<file path="src/rtl/up_down_counter.sv">
// Loadable saturating up/down counter with zero and full-scale flags.
// Latency: load/step visible one cycle after the sampling edge; flags decode the register directly.
// Backpressure: none; a request is acted on every edge it is present or blocked at a limit.
module up_down_counter #(
  parameter int DATA_WIDTH = 5
) (
  input  logic                  i_clk,
  input  logic                  i_rst_n,
  input  logic [DATA_WIDTH-1:0] i_in,
  input  logic                  i_load,
  input  logic                  i_up,
  input  logic                  i_down,
  output logic [DATA_WIDTH-1:0] o_counter,
  output logic                  o_low,
  output logic                  o_high
);

  localparam logic [DATA_WIDTH-1:0] CNT_MAX = '1;
  localparam logic [DATA_WIDTH-1:0] CNT_ONE = DATA_WIDTH'(1);

  logic [DATA_WIDTH-1:0] count;
  logic [DATA_WIDTH-1:0] count_nxt;
  logic                  at_zero;
  logic                  at_max;

  assign at_zero = (count == '0);
  assign at_max  = (count == CNT_MAX);

  // A down request at zero blocks the step rather than falling through to up.
  always_comb begin
    count_nxt = count;
    if (i_load) begin
      count_nxt = i_in;
    end else if (i_down) begin
      if (!at_zero) count_nxt = count - CNT_ONE;
    end else if (i_up) begin
      if (!at_max) count_nxt = count + CNT_ONE;
    end
  end

  always_ff @(posedge i_clk or negedge i_rst_n) begin
    if (!i_rst_n) begin
      count <= '0;
    end else begin
      count <= count_nxt;
    end
  end

  assign o_counter = count;
  assign o_low     = at_zero;
  assign o_high    = at_max;

endmodule

</file>
<file path="config.mk">
export PLATFORM = sky130hd
export DESIGN_NAME = up_down_counter
export DESIGN_NICKNAME = d
export VERILOG_FILES = /design/src/rtl/up_down_counter.sv
export SDC_FILE = /design/constraint.sdc
export NUM_CORES = 1
export LEC_CHECK = 0
export ABC_CLOCK_PERIOD_IN_PS = 2200
export CAP_MARGIN = 20
export CORE_AREA = 2 2 39 41
export DETAILED_ROUTE_END_ITERATION = 8
export DIE_AREA = 0 0 41 43
export PLACE_DENSITY = 0.62
export SLEW_MARGIN = 20
export SYNTH_ARGS = -nofsm -noshare
export SYNTH_HDL_FRONTEND = slang
export SYNTH_SLANG_ARGS = --single-unit
</file>
<file path="constraint.sdc">
create_clock -name i_clk -period 2.2 [get_ports i_clk]
set_clock_uncertainty 0.2 [all_clocks]
set_input_delay 0.44 -clock i_clk [delete_from_list [all_inputs] [get_ports i_clk]]
set_output_delay 0.44 -clock i_clk [all_outputs]
set_load 0.005 [all_outputs]
</file>
Figure 1. I/O pins on the die edge.
The bar under the picture is 10 µm long. Pins as bars across the die edge, other pins in gray.
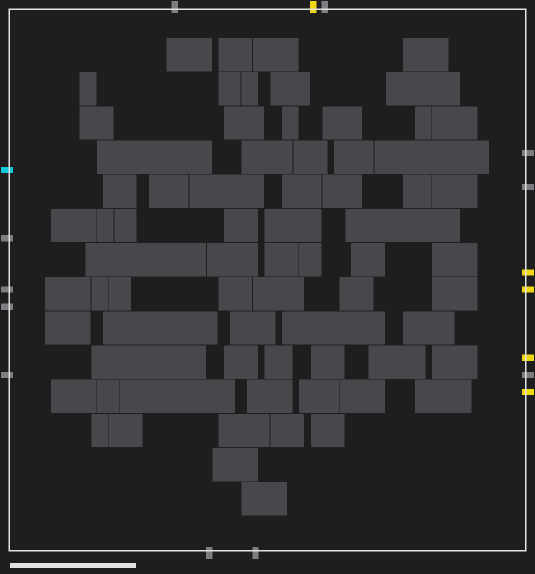
Key: yellow = `o_counter` [pins 5, direction output, edge 4 east, 1 north]; cyan = `i_clk` [pins 1, direction input, edge west]
All pins by edge: 7 east, 5 west, 3 north, 2 south.
height of the die: 43 µm
die extent in x: 41 µm
number of buffers added on ports: 16

Figure 2. Met1 routing.
Supply wires on this layer in gray. Cells faint in the background.
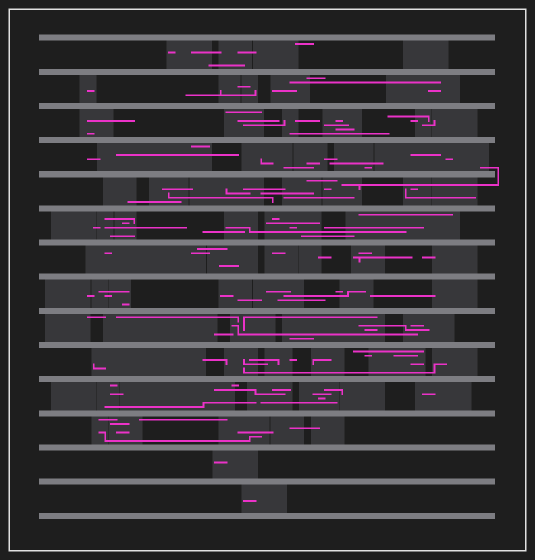
The wires run mostly horizontal. The layer carries 386 µm of wire. The layer holds 38% of the routed length. 68 nets have wire on it. The longest straight run is 15.2 µm.
global routing usage on met1: 0.148
total vias in the final route: 414

Figure 3. I/O nets highlighted.
The bar under the picture is 10 µm long.
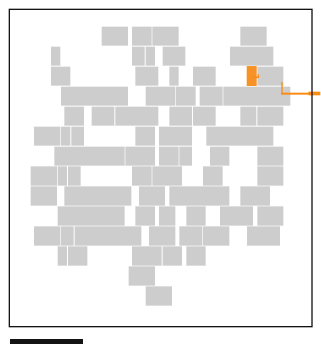
Key: orange = `o_high` [bits 1, direction output, end cells 1, buffers 1, wire 6.40 µm]
# IOs: 17

Figure 4. Routing congestion map.
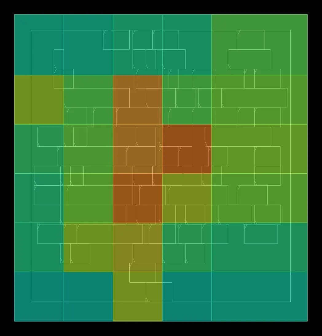
overall fraction of global-route tracks in use: 0.133
busiest layer in global routing: met2
routed len/inst: 11.5 µm
global routing met2 resource utilization: 0.225

Figure 5. The metal 2 layer.
Cells faint in the background.
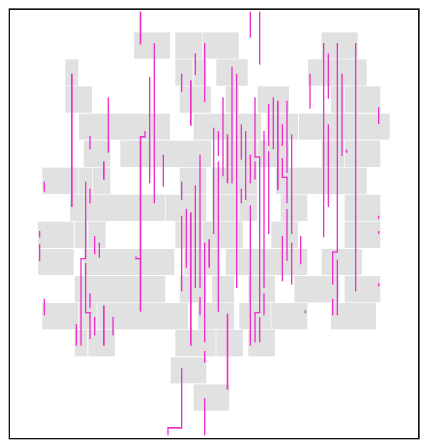
The layer holds 54% of the routed length. The layer carries 543 µm of wire. The longest straight run is 24.8 µm.
final WL: 1000 µm

==> notes.md <==
Status on the layout run. By area, the combinational part of the netlist is dominated by AND-OR/OR-AND gates. The number of antenna diodes in the final layout is 0. In the per-layer breakdown of the detailed-route log, met1 shows 385 µm. STA reports the tightest min-delay check as being of type input port to async pin. The share of total power dissipated in sequential elements is 0.229.

Clock network power share landed at 0.180. The run finished with clean final reports. Number of enable flip-flop cells landed at 0. The cell-mix breakdown from Yosys lists the adder-cell area share as 0.136. The number of gates resized after CTS was 5. Via count of the first global-routing pass landed at around 430.

Per the final layout report, the fraction of cells sized above drive strength 1 comes to 0.380. The first global-routing pass estimated 1610 µm of wire. Combined flip-flop and latch cell area landed at 126 µm². Last weighted congestion value of the routability-driven placer landed at just over 0.7. For this run, the register share of the synthesized area comes to 0.296.

In the layout the commonest cells are 14 x sky130_fd_sc_hd__clkdlybuf4s50_1, 9 x sky130_fd_sc_hd__buf_4, 5 x sky130_fd_sc_hd__nand2_1. The share of synthesized area in the top cell type comes to 0.296. STA classifies the critical path startpoint as a flop.

Sequential share of cell area landed at 0.167. Per the timing report, the most critical flop-to-flop path finishes at o_counter[3].
Power figures rest on the tool's default switching activity, not on a simulated workload.
